$ cat config.mk
export PLATFORM = sky130hd
export DESIGN_NAME = scramble_decoder
export DESIGN_NICKNAME = d
export VERILOG_FILES = /design/src/rtl/scramble_decoder.sv
export SDC_FILE = /design/constraint.sdc
export NUM_CORES = 1
export LEC_CHECK = 0
export CORE_ASPECT_RATIO = 0.75
export CORE_MARGIN = 2
export CORE_UTILIZATION = 40
export DETAILED_ROUTE_END_ITERATION = 12
export PLACE_DENSITY = 0.66
export SETUP_SLACK_MARGIN = 0.4
export SLEW_MARGIN = 20
export SYNTH_ARGS = -nofsm -noshare
export SYNTH_HDL_FRONTEND = slang
export SYNTH_SLANG_ARGS = --single-unit
$ cat constraint.sdc
create_clock -name CLK -period 3.4 [get_ports CLK]
set_clock_uncertainty 0.1 [all_clocks]
set_input_delay 1.02 -clock CLK [delete_from_list [all_inputs] [get_ports CLK]]
set_output_delay 1.02 -clock CLK [all_outputs]
set_load 0.02 [all_outputs]
$ cat src/rtl/scramble_decoder.sv
// Purpose: inverts the lock machine's triplet scrambler, restoring (r0,r1,r2) order from {outsel,regsel}.
// Latency: 1 cycle from input transfer to out_valid when the output buffer is empty.
// Backpressure: 2-entry output buffer (main + skid); in_ready is a flop (!skid_full), never combinational from out_ready.
module scramble_decoder #(
    parameter int W  = 5,
    parameter int CW = 8
) (
    input  logic          CLK,
    input  logic          RST,
    input  logic          in_valid,
    output logic          in_ready,
    input  logic [1:0]    in_outsel,
    input  logic [1:0]    in_regsel,
    input  logic [W-1:0]  in_d0,
    input  logic [W-1:0]  in_d1,
    input  logic [W-1:0]  in_d2,
    output logic          out_valid,
    input  logic          out_ready,
    output logic [W-1:0]  out_r0,
    output logic [W-1:0]  out_r1,
    output logic [W-1:0]  out_r2,
    output logic          out_err,
    output logic [CW-1:0] word_cnt,
    output logic [CW-1:0] err_cnt
);

    // One decoded word as held in the output buffer.
    typedef struct packed {
        logic         err;
        logic [W-1:0] r2;
        logic [W-1:0] r1;
        logic [W-1:0] r0;
    } word_t;

    localparam logic [CW-1:0] CNT_MAX = {CW{1'b1}};

    word_t dec_word;
    word_t main_word;
    word_t skid_word;
    logic  main_vld;
    logic  skid_full;
    logic  in_xfer;
    logic  out_xfer;
    logic  main_free;

    // Inverse permutation lookup; every code outside the invertible set decodes to an all-zero error word.
    always_comb begin
        dec_word = '0;
        case ({in_outsel, in_regsel})
            4'b0001: begin
                dec_word.r0 = in_d2;
                dec_word.r1 = in_d0;
                dec_word.r2 = in_d1;
            end
            4'b0010: begin
                dec_word.r0 = in_d1;
                dec_word.r1 = in_d2;
                dec_word.r2 = in_d0;
            end
            4'b0101: begin
                dec_word.r0 = in_d0;
                dec_word.r1 = in_d2;
                dec_word.r2 = in_d1;
            end
            4'b1001: begin
                dec_word.r0 = in_d2;
                dec_word.r1 = in_d1;
                dec_word.r2 = in_d0;
            end
            4'b1101: begin
                dec_word.r0 = in_d1;
                dec_word.r1 = in_d0;
                dec_word.r2 = in_d2;
            end
            4'b0100, 4'b1000, 4'b1100: begin
                dec_word.r0 = in_d0;
                dec_word.r1 = in_d1;
                dec_word.r2 = in_d2;
            end
            // 00,00 broadcast, 00,11 and any regsel[1]=1 with outsel!=00 cannot be inverted.
            default: begin
                dec_word.err = 1'b1;
            end
        endcase
    end

    assign in_ready  = ~skid_full;
    assign in_xfer   = in_valid & in_ready;
    assign out_xfer  = main_vld & out_ready;
    // Main can take a new word this edge if it is empty or being drained.
    assign main_free = ~main_vld | out_xfer;

    // Main/skid buffer: skid drains into main first so order is preserved.
    always_ff @(posedge CLK) begin
        if (RST) begin
            main_word <= '0;
            main_vld  <= 1'b0;
            skid_word <= '0;
            skid_full <= 1'b0;
        end else begin
            if (main_free) begin
                if (skid_full) begin
                    // in_ready was low, so no new word can arrive on this edge.
                    main_word <= skid_word;
                    main_vld  <= 1'b1;
                    skid_full <= 1'b0;
                end else if (in_xfer) begin
                    main_word <= dec_word;
                    main_vld  <= 1'b1;
                end else begin
                    main_vld  <= 1'b0;
                end
            end else if (in_xfer) begin
                skid_word <= dec_word;
                skid_full <= 1'b1;
            end
        end
    end

    // Saturating word and error counters, advanced on input transfers.
    always_ff @(posedge CLK) begin
        if (RST) begin
            word_cnt <= '0;
            err_cnt  <= '0;
        end else if (in_xfer) begin
            if (word_cnt != CNT_MAX) begin
                word_cnt <= word_cnt + CW'(1);
            end
            if (dec_word.err && (err_cnt != CNT_MAX)) begin
                err_cnt <= err_cnt + CW'(1);
            end
        end
    end

    assign out_valid = main_vld;
    assign out_r0    = main_word.r0;
    assign out_r1    = main_word.r1;
    assign out_r2    = main_word.r2;
    assign out_err   = main_word.err;

endmodule

==> images/density.png <==
Drawn at 4 px/µm. 10 x 7 tiles, from dark blue (low) to red (high), 0 to 100% covered.
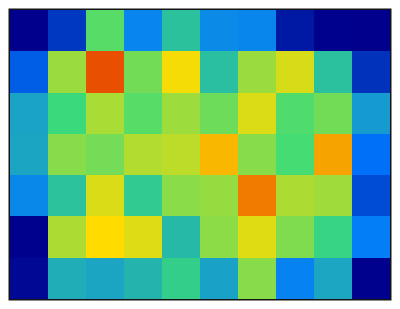
emptiest ninth of the die = top right
nearly empty tiles = 8.6%
tiles over 75% full = 7.1%
mean over tiles = 46%

==> images/clock_map.png <==
Drawn at 4 px/µm.
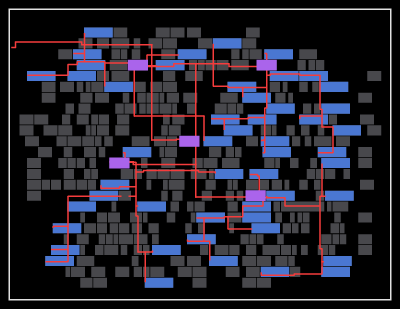
blue -> flip-flops  # count 50
red -> clock wires  # length 623 µm
purple -> cells driving clock nets  # count 5
routed clock nets = 6

==> results.json <==
{
  "grt_start_max_net_pins": 28,
  "overflow": 0,
  "synthMostInstantiatedCell": "dfxtp_1",
  "first_pass_iters": 7,
  "fin_setup_tns_ns": 0,
  "cell_count_in_the_yosys_report": 273,
  "synth_area_per_cell_um2": 9.10,
  "report.final.hold_viol_count": 0,
  "critPathLaunch": "in_regsel[1]",
  "yosysTopAreaCell": "dfxtp_1",
  "crit_path_start_kind": "input port",
  "vdd.ir_drop.worst_mv": 0.163,
  "postRouteAntennaNets": 0,
  "status": "complete, no violations",
  "post_synth_main_area_contributors": "dfxtp_1 (40%), a21oi_1 (5.0%), o22ai_2 (5.0%), and3_1 (4.3%), a221oi_1 (3.5%)",
  "route.final.wire_length_mm": 6.72,
  "postCtsResizedCells": 0,
  "fillers": 546,
  "intPower_w": 0.000918,
  "r2r_slack_ns": 1.60,
  "achievable-frequency_ghz": 0.343,
  "crit_path_max_fanout": 9,
  "post-route-min-period_ns": 2.92,
  "total_leakage_power_nw": 1.16,
  "critPathRequiredTime_ns": 3.48,
  "ys_top_cells_by_count": "dfxtp_1 (50), a21oi_1 (25), nor2_1 (20), and3_1 (17), clkbuf_1 (13)",
  "worstRegToRegCells": 5,
  "startpoint_of_the_worst_hold_path": "skid_word[3]",
  "final_estimated_routing_congestion_in_global_placement": 0.882,
  "p_clk_share_pct": 34.9,
  "clock_tree.htree_level_count": 2,
  "cts-root-to-sink-buffers": 2,
  "synth.mux.area_fraction_pct": 1.26,
  "syn_nets": 298,
  "r2r-start": "err_cnt[0]",
  "edf_count": 0,
  "antenna_found_initial": 0,
  "crit_path_end": "skid_word[12]",
  "numSynthFlops": 50,
  "post_synth_ao_oa_area_fraction_pct": 30.0,
  "ys_sh_simple_pct": 20.7,
  "floorplan.core_area_um2": 5920,
  "utilization_pct": 55.1,
  "grt_setup_unrepaired": "false",
  "tritoncts": "done",
  "area_delta_synth_final_pct": 31.1,
  "worst_path_max_delay_cell": "a221oi_1",
  "boundaryPins": 57,
  "cts_setup_buffers": 0,
  "worst_setup_hold_path_clk_slew_ns": 0.10,
  "setup_viol_count_final": 0,
  "drive_gt1_share_pct": 10.8,
  "synthesized_netlist_cell_count": 273,
  "worst_skew_pair.late_latency_ns": 0.31,
  "setup.worst_path.class": "input port to register",
  "grt_pass1_wl_mm": 10.6,
  "tightestPinTransition_ns": 0.643,
  "fp-utilization_pct": 42.0,
  "antennaDiodeCount": 0,
  "viasPerCell": 5.91,
  "die_area_um2": 6870,
  "nets": 356,
  "avg_wl_per_cell_um": 16.4,
  "mappedNetlistArea_um2": 2480,
  "drt_iter0_markers": 130,
  "clk_root_buffer_cell": "clkbuf_8",
  "synth.cellmix.adderShare_pct": 1.01,
  "synthesis_area_per_yosys_um2": 2480,
  "seq_area_frac_synth_pct": 40.3,
  "place.detailed.hpwl_mm": 4.79,
  "crit_arrival_ns": 3.00,
  "critical-path-max-stage-delay_ns": 0.62,
  "synth-main-ff-cell": "dfxtp_1",
  "post-synth-top-area-fraction_pct": 40.3,
  "post_cts_hold_buffer_count": 0,
  "ys_types": 47,
  "port_buffers": 56,
  "switching_share_pct": 27.2,
  "clkSinkCount": 50,
  "power.net_switching_w": 0.000344,
  "hold_path_class": "register to register",
  "worstPathCellList": "clkdlybuf4s50_1, nand2b_1, o21ai_1, a221oi_1, a211oi_1",
  "cts_made_buffers": 5,
  "yosys_warnings": 0,
  "synth-async-reset-ratio_pct": 0,
  "grt_pass1_vias": 2069,
  "share_seq_of_total_power_pct": 48.6,
  "post-route-period-util_pct": 85.8,
  "hold-path-endpoint": "skid_word[3]",
  "die_w_um": 95.0,
  "timing.critical_path.to_type": "register",
  "openroad.warnings": 26,
  "worstReg2RegEnd": "err_cnt[5]",
  "prevailing_logic_family_in_the_synthesized_netlist": "AND-OR/OR-AND gates",
  "max_slew_margin_pct": 57.1,
  "drv.max_cap_violation_count": 0,
  "slew_viol_final": 0,
  "floorplan.rows": 24,
  "power.combinational.fraction_pct": 16.6,
  "die_height_um": 72.3,
  "num_vias": 2422,
  "total_drc_errors_in_the_routed_layout": 0,
  "synth_xor_xnor_area_share_pct": 1.76,
  "powerDensity_nw_per_um2": 387,
  "hold_path_depth": 1
}
==> images/final_congestion.png <==
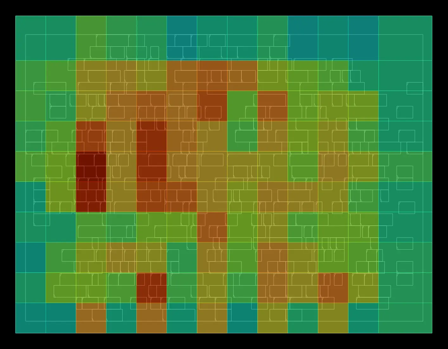
met2 demand-to-capacity share in global routing: 26.2%
most heavily used metal layer in global routing: met1
met1 usage in global routing: 31.7%
GRT Total Usage: 20.1%
GR Util met3: 5.61%

-- routing by layer --
| layer | routed length, µm | share of wire, % | vias to the layer above |
|---|---|---|---|
| met3 | 563 | 8.4 | 8 |
| met4 | 60 | 0.89 | 0 |
| met5 | 0 | 0 | - |
| met2 | 2720 | 40 | 95 |
| met1 | 3380 | 50 | 1141 |
| li1 | - | - | 1178 |
-- placed cells by master, fill, tap and decap left out, types with 2 or more instances in the layout --
cell type,n
a211oi_1,5
a21oi_1,25
a221oi_1,10
a222oi_1,5
and3_1,17
and3b_1,2
buf_4,14
clkbuf_8,5
clkdlybuf4s50_1,55
dfxtp_1,50
ha_1,2
inv_1,6
mux2i_1,2
nand2_1,4
nand2b_1,12
nand3_1,6
nand4_1,2
nor2_1,20
nor2b_1,2
nor3_1,8
nor4bb_1,2
o211ai_1,3
o21ai_0,4
o21ai_1,7
o22ai_1,5
o22ai_2,10
o2bb2ai_1,10
o31ai_1,3
o32ai_1,5
or3_1,4
or4_1,3
or4_4,2
xor2_1,4
-- metrics by stage --
| step | power, W | cells | setup slack [ns] | hold slack (ns) | area, µm² |
|---|---|---|---|---|---|
| after floorplan | 0.000739 | 273 | 0.803 | 0.324 | 2480 |
| after global placement | 0.000831 | 402 | 0.210 | 0.338 | 3140 |
| after detailed placement | 0.000832 | 402 | 0.217 | 0.338 | 3140 |
| after CTS | 0.00127 | 410 | 0.540 | 0.367 | 3260 |
| after global routing | 0.00131 | 410 | 0.418 | 0.383 | 3260 |
| final | 0.00126 | 410 | 0.484 | 0.362 | 3260 |
-- sequential cells by signal, indices dropped and copies added, names as in the netlist --
| name | count |
|---|---|
| out_err | 1 |
| out_r2 | 5 |
| out_valid | 1 |
| skid_word | 16 |
| err_cnt | 8 |
| word_cnt | 8 |
| skid_full | 1 |
| out_r0 | 5 |
| out_r1 | 5 |
-- cell families after synthesis --
| logic type | Yosys count |
|---|---|
| compound gates | 99 |
| xor+xnor | 5 |
| fa+ha+maj | 2 |
| buf+inv | 25 |
| flops | 50 |
| mux | 3 |
| simple gates | 89 |
-- layout make-up --
type / count / area [µm²] / share of cell area, %
Clock buffer: 5 / 68.8 / 2.11
Clock inverter: 3 / 47.5 / 1.46
Inverter: 6 / 22.5 / 0.691
Multi-Input combinational cell: 198 / 1360 / 41.7
Sequential cell: 50 / 1000 / 30.7
Tap cell: 78 / 97.6 / 3.00
Timing Repair Buffer: 70 / 661 / 20.3
-- worst max-delay path: cells and delay by family --
kind,cells,cell delay (ns)
AOI/OAI and AO/OA,3,1.03
and+or+nand+nor,1,0.34
buffers and inverters,1,0.61
-- power groups by stage --
stage | logic (W) | registers, W | clock network (W)
global route | 0.000224 | 0.000615 | 0.000473
finish | 0.000209 | 0.000613 | 0.000440
floorplan | 0.0000995 | 0.000639 | 0
detailed placement | 0.000206 | 0.000626 | 0
global placement | 0.000205 | 0.000626 | 0
CTS | 0.000207 | 0.000613 | 0.000449
Power and IR drop assume default switching activity.
